[src/rtl/kernel_fetch_pkg.sv]
// Shared constants and FSM state type for the kernel window fetcher.
package kernel_fetch_pkg;

  localparam int unsigned DefSize  = 3;
  localparam int unsigned DefImgW  = 16;
  localparam int unsigned DefImgH  = 16;
  localparam int unsigned DefAddrW = 16;

  typedef enum logic [2:0] {
    StIdle,
    StFetch,
    StCapture,
    StStart,
    StWait,
    StWrite,
    StFdone
  } state_e;

endpackage

[src/rtl/window_addr_gen.sv]
// Walks the (i,j) offsets of one SIZE x SIZE window, i fastest, and forms the pixel address.
module window_addr_gen
  import kernel_fetch_pkg::*;
#(
  parameter int unsigned SIZE   = DefSize,
  parameter int unsigned IMG_W  = DefImgW,
  parameter int unsigned ADDR_W = DefAddrW,
  parameter int unsigned CW     = $clog2(SIZE)
) (
  input  logic              clk,
  input  logic              rst,
  input  logic              clear,
  input  logic              step,
  input  logic [7:0]        x,
  input  logic [7:0]        y,
  output logic [CW-1:0]     i,
  output logic [CW-1:0]     j,
  output logic [ADDR_W-1:0] addr,
  output logic              last
);

  logic [CW-1:0]     i_q, j_q;
  logic              i_end, j_end;
  logic [ADDR_W-1:0] row, col;

  assign i_end = (i_q == CW'(SIZE - 1));
  assign j_end = (j_q == CW'(SIZE - 1));

  // Counters wrap to (0,0) after the last offset, ready for the next window.
  always_ff @(posedge clk) begin
    if (rst || clear) begin
      i_q <= '0;
      j_q <= '0;
    end else if (step) begin
      if (i_end) begin
        i_q <= '0;
        j_q <= j_end ? '0 : j_q + CW'(1);
      end else begin
        i_q <= i_q + CW'(1);
      end
    end
  end

  assign row  = ADDR_W'(y) + ADDR_W'(j_q);
  assign col  = ADDR_W'(x) + ADDR_W'(i_q);
  assign addr = row * ADDR_W'(IMG_W) + col;
  assign i    = i_q;
  assign j    = j_q;
  assign last = i_end && j_end;

endmodule

[src/rtl/kernel_window_fetcher.sv]
// Fetches valid-region windows in raster order, hands each to a compute unit and
// writes the returned pixel to the result memory.
module kernel_window_fetcher
  import kernel_fetch_pkg::*;
#(
  parameter int unsigned SIZE   = DefSize,
  parameter int unsigned IMG_W  = DefImgW,
  parameter int unsigned IMG_H  = DefImgH,
  parameter int unsigned ADDR_W = DefAddrW
) (
  input  logic                             clk,
  input  logic                             rst,
  input  logic                             frame_start,
  input  logic [SIZE-1:0][SIZE-1:0][7:0]   kernel_in,
  output logic                             rd_en,
  output logic [ADDR_W-1:0]                rd_addr,
  input  logic [7:0]                       rd_data,
  output logic [SIZE-1:0][SIZE-1:0][7:0]   input_matrix,
  output logic [SIZE-1:0][SIZE-1:0][7:0]   kernel,
  output logic                             start,
  input  logic                             done,
  input  logic [7:0]                       blurred_pixel,
  output logic                             wr_en,
  output logic [ADDR_W-1:0]                wr_addr,
  output logic [7:0]                       wr_data,
  output logic                             busy,
  output logic                             frame_done
);

  localparam int unsigned OW = IMG_W - SIZE + 1;
  localparam int unsigned OH = IMG_H - SIZE + 1;
  localparam int unsigned CW = $clog2(SIZE);

  state_e state_q, state_d;
  logic [7:0] x_q, x_d, y_q, y_d;

  logic [SIZE-1:0][SIZE-1:0][7:0] matrix_q, kernel_q;
  logic [7:0]                     result_q;
  logic                           cap_valid_q;
  logic [CW-1:0]                  cap_i_q, cap_j_q;

  logic [CW-1:0]     fetch_i, fetch_j;
  logic [ADDR_W-1:0] fetch_addr;
  logic              fetch_last;
  logic              fetching, accept, take_result, row_end, last_window;

  assign fetching    = (state_q == StFetch);
  assign accept      = (state_q == StIdle) && frame_start;
  assign take_result = (state_q == StWait) && done;
  assign row_end     = (x_q == 8'(OW - 1));
  assign last_window = row_end && (y_q == 8'(OH - 1));

  window_addr_gen #(
    .SIZE   (SIZE),
    .IMG_W  (IMG_W),
    .ADDR_W (ADDR_W),
    .CW     (CW)
  ) u_addr_gen (
    .clk   (clk),
    .rst   (rst),
    .clear (accept),
    .step  (fetching),
    .x     (x_q),
    .y     (y_q),
    .i     (fetch_i),
    .j     (fetch_j),
    .addr  (fetch_addr),
    .last  (fetch_last)
  );

  always_comb begin
    state_d = state_q;
    x_d     = x_q;
    y_d     = y_q;
    unique case (state_q)
      StIdle: begin
        if (frame_start) begin
          state_d = StFetch;
          x_d     = '0;
          y_d     = '0;
        end
      end
      StFetch:   if (fetch_last) state_d = StCapture;
      StCapture: state_d = StStart;
      StStart:   state_d = StWait;
      StWait:    if (done) state_d = StWrite;
      StWrite: begin
        if (last_window) begin
          state_d = StFdone;
        end else begin
          state_d = StFetch;
          if (row_end) begin
            x_d = '0;
            y_d = y_q + 8'd1;
          end else begin
            x_d = x_q + 8'd1;
          end
        end
      end
      StFdone:   state_d = StIdle;
      default:   state_d = StIdle;
    endcase
  end

  always_ff @(posedge clk) begin
    if (rst) begin
      state_q <= StIdle;
      x_q     <= '0;
      y_q     <= '0;
    end else begin
      state_q <= state_d;
      x_q     <= x_d;
      y_q     <= y_d;
    end
  end

  // Read data lags its strobe by one cycle, so the fetch index is delayed to match.
  always_ff @(posedge clk) begin
    if (rst) begin
      matrix_q    <= '0;
      kernel_q    <= '0;
      result_q    <= '0;
      cap_valid_q <= 1'b0;
      cap_i_q     <= '0;
      cap_j_q     <= '0;
    end else begin
      cap_valid_q <= fetching;
      cap_i_q     <= fetch_i;
      cap_j_q     <= fetch_j;
      if (accept)      kernel_q <= kernel_in;
      if (cap_valid_q) matrix_q[cap_j_q][cap_i_q] <= rd_data;
      if (take_result) result_q <= blurred_pixel;
    end
  end

  assign rd_en        = fetching;
  assign rd_addr      = fetching ? fetch_addr : '0;
  assign start        = (state_q == StStart);
  assign wr_en        = (state_q == StWrite);
  assign wr_addr      = wr_en ? ADDR_W'(y_q) * ADDR_W'(OW) + ADDR_W'(x_q) : '0;
  assign wr_data      = wr_en ? result_q : 8'd0;
  assign busy         = (state_q != StIdle) && (state_q != StFdone);
  assign frame_done   = (state_q == StFdone);
  assign input_matrix = matrix_q;
  assign kernel       = kernel_q;

endmodule

[config.mk]
export PLATFORM = sky130hd
export DESIGN_NAME = kernel_window_fetcher
export DESIGN_NICKNAME = d
export VERILOG_FILES = /design/src/rtl/kernel_fetch_pkg.sv /design/src/rtl/window_addr_gen.sv /design/src/rtl/kernel_window_fetcher.sv
export SDC_FILE = /design/constraint.sdc
export NUM_CORES = 1
export LEC_CHECK = 0
export ABC_CLOCK_PERIOD_IN_PS = 4120
export CORE_ASPECT_RATIO = 0.9
export CORE_UTILIZATION = 42
export CTS_BUF_LIST = sky130_fd_sc_hd__clkbuf_16
export CTS_CLUSTER_DIAMETER = 200
export DETAILED_ROUTE_END_ITERATION = 8
export HOLD_SLACK_MARGIN = 0.05
export PLACE_DENSITY = 0.8
export SLEW_MARGIN = 20
export SYNTH_ARGS = -nofsm -noshare
export SYNTH_HDL_FRONTEND = slang
export SYNTH_HIERARCHICAL = 1
export SYNTH_SLANG_ARGS = --single-unit
[constraint.sdc]
create_clock -name clk -period 4.12 [get_ports clk]
set_clock_uncertainty 0.15 [all_clocks]
set_input_delay 0.412 -clock clk [delete_from_list [all_inputs] [get_ports clk]]
set_output_delay 0.412 -clock clk [all_outputs]
set_load 0.005 [all_outputs]
**Run 1: cell outlines without signal wires**

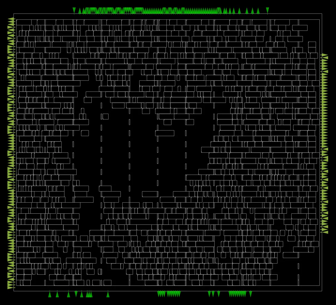
Filler Cells Inserted: 1,576
flip-flops: 180
# rows: 48
core area: 19,400 um^2
fraction of area in registers: 0.295

**Run 1: register map, names as in the netlist**

The bar under the picture is 50 um long.
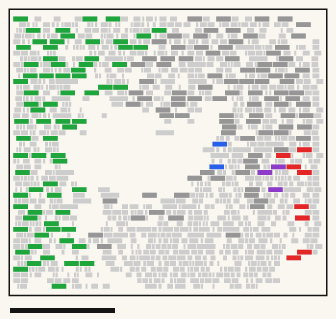
[green] kernel | placed flops: 72
[purple] state_q | placed flops: 3
[blue] u_addr_gen/j | placed flops: 2
[red] result_q | placed flops: 8
not colored: 95
end-of-flow core utilization: 0.631
FF/Latch Area: 3610 um^2
sequential logic power: 1.86 mW

==> results.sh, run 1 <==
# yosys + openroad results
export IMPL_outcome="finished, violations left"
export IMPL_failed_checks="negative setup slack"
export IMPL_synthAoiAreaFrac=0.101
export IMPL_hp_class="flop to flop"
export IMPL_power_leakage_nw=5.07
export IMPL_ys_area_um2=8410
export IMPL_htree_levels=4
export IMPL_post_dp_cell_area_um2=11400
export IMPL_finalInstanceArea_um2=12200
export IMPL_worstMarginPinSlew_ps=991
export IMPL_rsz0062_at_grt="yes"
export IMPL_dp_hpwl_um=16700
export IMPL_cts_inserted_buffers=17
export IMPL_crit_arrival_ps=3750
export IMPL_fmax_ghz=0.232
export IMPL_ys_seq_share=0.429
export IMPL_finalSetupTns_ps=-193
export IMPL_ys_sh_xor=0.0344
export IMPL_syn_to_final_growth_pct=45.6
export IMPL_io_pins=281
export IMPL_drt_iter0_drc=304
export IMPL_post_place_cells=1470
export IMPL_async_flop_share=0
export IMPL_routedWlPerCell_um=15.6
export IMPL_cp_end_kind="primary output"
export IMPL_cts_root_buf="clkbuf_16"
export IMPL_post_route_period_util=1.05
export IMPL_cap_viol_max_count=0
export IMPL_synthTopLogicFamily="simple AND/OR/NAND/NOR gates"
export IMPL_syn_inst=977
export IMPL_syn_area_um2=8410
export IMPL_drive_gt1_frac=0.0950
export IMPL_grt_pass1_wl_um=36100
export IMPL_grt_max_degree=95
export IMPL_ys_sh_adder=0.0798
export IMPL_ys_sh_simple=0.213
export IMPL_drv_slew=0
export IMPL_ys_cells=977
export IMPL_cts_tree="yes"
export IMPL_chipArea_um2=20600
export IMPL_viasPerCell=5.05
export IMPL_critPathKind="flop to primary output"
export IMPL_clkTransAtPathRegs_ps=70
export IMPL_total_power_mw=4.07
export IMPL_port_buffers=274
export IMPL_muxShareOfSynthArea=0.0991
export IMPL_gr_total_overflow=0
export IMPL_ant_nets=0
export IMPL_reg2reg_from="state_q[1]"
export IMPL_cp_max_fo=2
export IMPL_finalHoldViolations=0
export IMPL_antennaDiodeCount=0
export IMPL_clockBufferDepth=2
export IMPL_yosys_cell_types_count=66
export IMPL_vdd_drop_max_mv=0.288
export IMPL_startpoint_type="flop"
export IMPL_critPathSlowestCell="fa_1"
export IMPL_setup_viol=1
export IMPL_maxSlewHeadroom=0.337
export IMPL_setup_ws_ps=-193
export IMPL_gp_congestion=0.838
export IMPL_lay_top_cells="264 x clkdlybuf4s50_1, 177 x dfxtp_1, 165 x nand2_1, 127 x nor2_1, 90 x a21oi_1"
export IMPL_avgSynthCellArea_um2=8.60
export IMPL_clock_sinks=180
export IMPL_synth_edff_count=0
export IMPL_layout_top_cell="clkdlybuf4s50_1"
export IMPL_dr_total_vias=7644
export IMPL_warnings=41
export IMPL_crit_chain="fa_1 -> ha_2 -> inv_2 -> fa_2 -> nand2b_4 -> nand2b_4 -> a21oi_2 -> xnor2_1 -> ha_2 -> o21a_1 -> o31a_1 -> o211ai_1 -> or4_1 -> a21oi_2 -> buf_2"
export IMPL_stdcell_count=1513
export IMPL_antenna_found_initial=0
export IMPL_worstSetupStartpoint="y_q[0]"
export IMPL_holdCritStartpoint="kernel[8]"
export IMPL_drcViolationCount=0
export IMPL_ys_warnings_count=6
export IMPL_fin_nets=1389
export IMPL_hold_buffers=0
export IMPL_max_stage_delay_ps=550
export IMPL_totalWireLength_um=23600
export IMPL_ys_ff=180
export IMPL_period_needed_ps=4310
export IMPL_clkLatencyLatePin_ps=420
export IMPL_p_per_area_nw_per_um2=333
export IMPL_dieWidth_um=151
export IMPL_first_global_vias=7123
export IMPL_firstDrtPassIters=5
export IMPL_crit_required_ps=3560
export IMPL_dieHeight_um=136
export IMPL_grt_usage=0.223
export IMPL_ff_type="dfxtp_1"
**Run 1: cell density map**

15 x 14 tiles, from white (low) to dark blue (high), 0 to 100% covered.
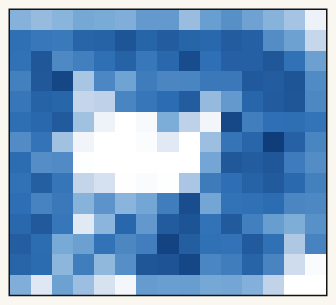
densest ninth of the die: right middle
tiles over 75% full: 30%
mean over tiles: 58%
fullest tile: 95%
emptiest ninth of the die: middle
FP Util: 0.433

[run 1: logic make-up after synthesis]
group,count (synthesis)
other,2
xor gates and xnor gates,33
DFF,180
and+or+nand+nor,402
adders and majority gates,47
muxes,83
AOI/OAI and AO/OA,145
buffers and inverters,85
[run 1: area by class of cell]
class                      count  area, um^2  share of cell area
multi-input combinational    716        4570               0.374
sequential                   180        3610               0.295
timing repair buffer         313        3030               0.248
clock buffer                  17         425              0.0348
tap                          250         313              0.0256
clock inverter                15         205              0.0168
inverter                      22        82.6             0.00675
[run 1: repair_timing]
action / in CTS / in global routing
pin swaps: 12 / 10
resized: 29 / 25
cloned: 0 / 0
setup endpoints to repair: 9 / 9
buffers inserted: 6 / 5
[run 1: registers in the layout (all words and copies together), names as in the netlist, 3 cells and up]
name	cells
kernel	72
input_matrix	72
result_q	8
y_q	8
x_q	8
state_q	3
[run 1: path summary, 6_finish.rpt]
path                                     to  slack, ps  cells past startpoint
worst max-delay path            wr_addr[11]       -190                     15
worst min-delay path              kernel[8]        310                      2
worst max register to register       x_q[3]       1300                      7
worst min register to register    kernel[8]        310                      2
[run 1: routing by layer]
layer	up-vias	track usage	part of all wire
met3	17	0.0721	0.082
met2	252	0.382	0.49
met5	-	0	0
met4	0	0.0528	0.0096
met1	3580	0.270	0.42
li1	3795	-	-
[run 1: worst max-delay path, delay by kind of cell (launching register included)]
| family | cells | cell delay, ps |
|---|---|---|
| buffers and inverters | 2 | 170 |
| AND-OR/OR-AND | 5 | 590 |
| XOR/XNOR | 1 | 130 |
| adder cells (fa/ha/maj) | 4 | 1440 |
| flip-flops | 1 | 330 |
| AND/OR/NAND/NOR | 3 | 670 |
[run 1: power breakdown]
part	leakage (nW)	internal, mW	switching [mW]
combinational	3.30	0.271	0.261
clock	0.305	0.885	0.796
sequential	1.46	1.81	0.0466
[run 1: stage by stage]
| stage | worst slack (ps) | hold WS (ps) |
|---|---|---|
| finish | -193 | 305 |
| global route | -352 | 322 |
| CTS | -132 | 306 |
| detailed placement | -257 | 297 |
| global placement | -164 | 290 |
| floorplan | 296 | 302 |
[run 1: synth_stat cells, drive strengths merged (3+ instances only)]
library cell / number / area (um^2)
inv: 22 / 82.6
xor2: 13 / 114
nand2b: 10 / 62.6
and3: 23 / 145
nor4: 4 / 25.0
nor2b: 12 / 75.1
dfxtp: 180 / 3600
nor2: 128 / 480
nand3: 10 / 55.1
o21ai: 16 / 83.8
clkbuf: 45 / 169
nor3: 11 / 55.1
o211ai: 5 / 42.5
ha: 36 / 450
and2: 13 / 82.6
mux2i: 81 / 811
nor3b: 3 / 22.5
nand3b: 4 / 30.0
xnor2: 20 / 175
nand2: 166 / 623
buf: 18 / 110
a21oi: 97 / 497
a21o: 4 / 31.3
nand4: 7 / 43.8
fa: 11 / 220
a211oi: 4 / 35.0
**Run 1: signal wires on met3**

The bar under the picture is 50 um long.
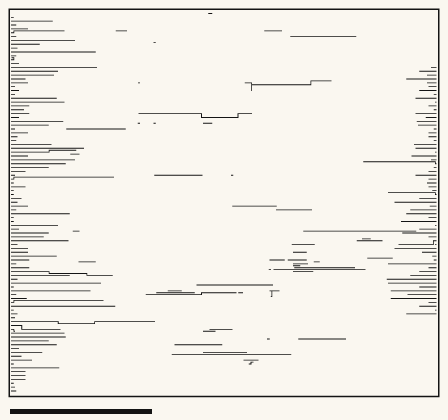

==> run 2, diff against run 1 <==
- ABC_AREA: unset -> 1
- ABC_CLOCK_PERIOD_IN_PS: 4120 -> unset
**Run 2: signal wires on met3**

The bar under the picture is 50 um long.
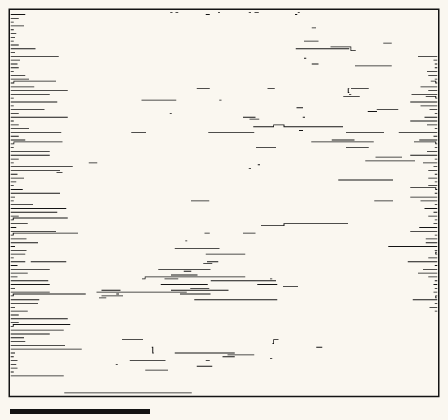
main direction: horizontal
longest straight run: 45.3 um
GRT met3 Usage: 0.0603
routed via count: 8,509
final WL: 24,400 um

==> results.sh, run 2 <==
# yosys + openroad results
export IMPL_dpl_worst_slack_ps=106
export IMPL_power_leakage_nw=5.10
export IMPL_dieHeight_um=138
export IMPL_syn_to_final_growth_pct=42.3
export IMPL_yosys_cell_types_count=42
export IMPL_cap_viol_max_count=0
export IMPL_post_route_period_util=0.967
export IMPL_antennaDiodeCount=0
export IMPL_async_flop_share=0
export IMPL_grt_usage=0.224
export IMPL_ant_nets=0
export IMPL_startpoint_type="flop"
export IMPL_ys_ff=180
export IMPL_rrSetupSlack_ps=1840
export IMPL_drt_iter0_drc=513
export IMPL_routedWlPerCell_um=14.2
export IMPL_warnings=39
export IMPL_worstSetupEndpoint="wr_addr[10]"
export IMPL_fin_nets=1593
export IMPL_clkTransAtPathRegs_ps=70
export IMPL_syn_inst=1195
export IMPL_drcViolationCount=0
export IMPL_post_place_cells=1680
export IMPL_grt_pass1_wl_um=38200
export IMPL_io_pins=281
export IMPL_common_cells="253 x nand2_1, 209 x nor2_1, 180 x dfxtp_1"
export IMPL_gp_congestion=0.856
export IMPL_r2r_cells=6
export IMPL_p_per_area_nw_per_um2=377
export IMPL_stdcell_count=1722
export IMPL_clock_sinks=180
export IMPL_setup_viol=0
export IMPL_viasPerCell=4.94
export IMPL_ys_cells=1195
export IMPL_grt_max_degree=84
export IMPL_synth_top_cell_area_share=0.418
export IMPL_htree_levels=4
export IMPL_avgSynthCellArea_um2=7.22
export IMPL_holdCritStartpoint="input_matrix[6]"
export IMPL_synth_edff_count=0
export IMPL_mi_logic_area_um2=4390
export IMPL_finalSetupTns_ps=0
export IMPL_drv_slew=0
export IMPL_antenna_found_initial=0
export IMPL_outcome="completed"
export IMPL_vdd_drop_max_mv=0.329
export IMPL_synthTopCellsByArea="dfxtp_1 42%, nand2_1 11%, nor2_1 9.1%"
export IMPL_register_area_um2=3610
export IMPL_cts_inserted_buffers=17
export IMPL_reg2reg_from="state_q[2]"
export IMPL_critPathKind="flop to primary output"
export IMPL_r2r_end="x_q[2]"
export IMPL_hold_buffers=0
export IMPL_lay_top_cells="263 x clkdlybuf4s50_1, 251 x nand2_1, 209 x nor2_1, 176 x dfxtp_1, 122 x a21oi_1"
export IMPL_period_needed_ps=3980
export IMPL_core_region_area_um2=20000
export IMPL_finalHoldViolations=0
export IMPL_dp_hpwl_um=17300
export IMPL_crit_required_ps=3560
export IMPL_syn_area_um2=8630
export IMPL_crit_chain="fa_1 -> ha_2 -> inv_1 -> fa_2 -> o21bai_4 -> xor2_1 -> ha_1 -> nand2_2 -> inv_1 -> nand4_1 -> o211ai_1 -> buf_4 -> nand2_2 -> nand2_1 -> o21ai_1 -> clkdlybuf4s15_1"
export IMPL_hp_class="flop to flop"
export IMPL_ys_warnings_count=6
export IMPL_fp_row_count=49
export IMPL_drive_gt1_frac=0.0709
export IMPL_fmax_ghz=0.251
export IMPL_critPathSlowestCell="fa_1"
export IMPL_setup_ws_ps=135
export IMPL_maxSlewHeadroom=0.385
export IMPL_ys_seq_share=0.418
export IMPL_gr_total_overflow=0
export IMPL_ys_area_um2=8630
export IMPL_chipArea_um2=21100
export IMPL_highest_layer="met4"
export IMPL_ff_type="dfxtp_1"
export IMPL_layout_top_cell="clkdlybuf4s50_1"
export IMPL_worstMarginPinSlew_ps=923
export IMPL_first_global_vias=7739
export IMPL_cp_end_kind="primary output"
export IMPL_worstSetupStartpoint="y_q[0]"
[run 2: cell types whose count changed after synthesis, moves of 12 or more]
| cell | delta |
|---|---|
| nand2_1 | +87 |
| nor2b_1 | -12 |
| a21oi_1 | +30 |
| nand3_1 | +30 |
| inv_1 | +88 |
| nor2_1 | +81 |
| xnor2_1 | -14 |
| mux2i_1 | -81 |
| and3_1 | -22 |
| o21ai_0 | +71 |
| clkbuf_1 | -23 |
[run 2: cell type report]
| class | count | share of cell area |
|---|---|---|
| Clock buffer | 17 | 0.0347 |
| Clock inverter | 15 | 0.0161 |
| Inverter | 118 | 0.0363 |
| Multi-Input combinational cell | 843 | 0.357 |
| Sequential cell | 180 | 0.294 |
| Tap cell | 255 | 0.0260 |
| Timing Repair Buffer | 294 | 0.235 |
[run 2: worst max-delay path, delay by kind of cell (launching register included)]
family / cells / cell delay (ps)
buffers and inverters: 4 / 480
AND/OR/NAND/NOR: 4 / 300
adder cells (fa/ha/maj): 4 / 1380
XOR/XNOR: 1 / 160
AND-OR/OR-AND: 3 / 350
flip-flops: 1 / 340
[run 2: worst min-delay path by stage]
stage                 endpoint  depth (start not counted)  slack [ps]
2_1_floorplan      result_q[0]                          2         280
3_3_place_gp   input_matrix[4]                          2         280
3_5_place_dp   input_matrix[6]                          2         290
4_1_cts                 x_q[1]                          2         290
5_1_grt        input_matrix[6]                          2         320
6_report       input_matrix[6]                          2         290
[run 2: per-stage QoR]
step           power (mW)  hold WS, ps  area (um^2)   util
4_1_cts              4.66          293        12200  0.608
3_3_place_gp         2.98          283        11500  0.572
2_1_floorplan        2.53          280         8640      -
5_1_grt              4.86          320        12300  0.612
6_report             4.63          293        12300  0.612
3_5_place_dp         3.00          287        11500  0.572
[run 2: logic make-up after synthesis]
group / Yosys count / share of synthesized area
and+or+nand+nor: 544 / 0.260
AOI/OAI and AO/OA: 227 / 0.137
DFF: 180 / 0.418
buffers and inverters: 176 / 0.0872
adders and majority gates: 47 / 0.0777
xor gates and xnor gates: 19 / 0.0193
other: 2 / 0.000871
[run 2: where the power goes]
group | switching, mW | internal, mW
logic | 0.521 | 0.456
clock network | 0.830 | 0.837
registers | 0.0924 | 1.89
total | 1.44 | 3.18
[run 2: per-layer routing]
layer | GRT usage | vias to the layer above
li1 | - | 4299
met1 | 0.281 | 3847
met2 | 0.373 | 324
met3 | 0.0603 | 39
met4 | 0.0825 | 0
met5 | 0 | -
[run 2: timing repair]
action / CTS / global route
pin swaps: 7 / 5
resized: 18 / 22
buffers inserted: 7 / 3
endpoints found under the setup margin: 8 / 13
Power figures rest on the tool's default switching activity, not on a simulated workload.
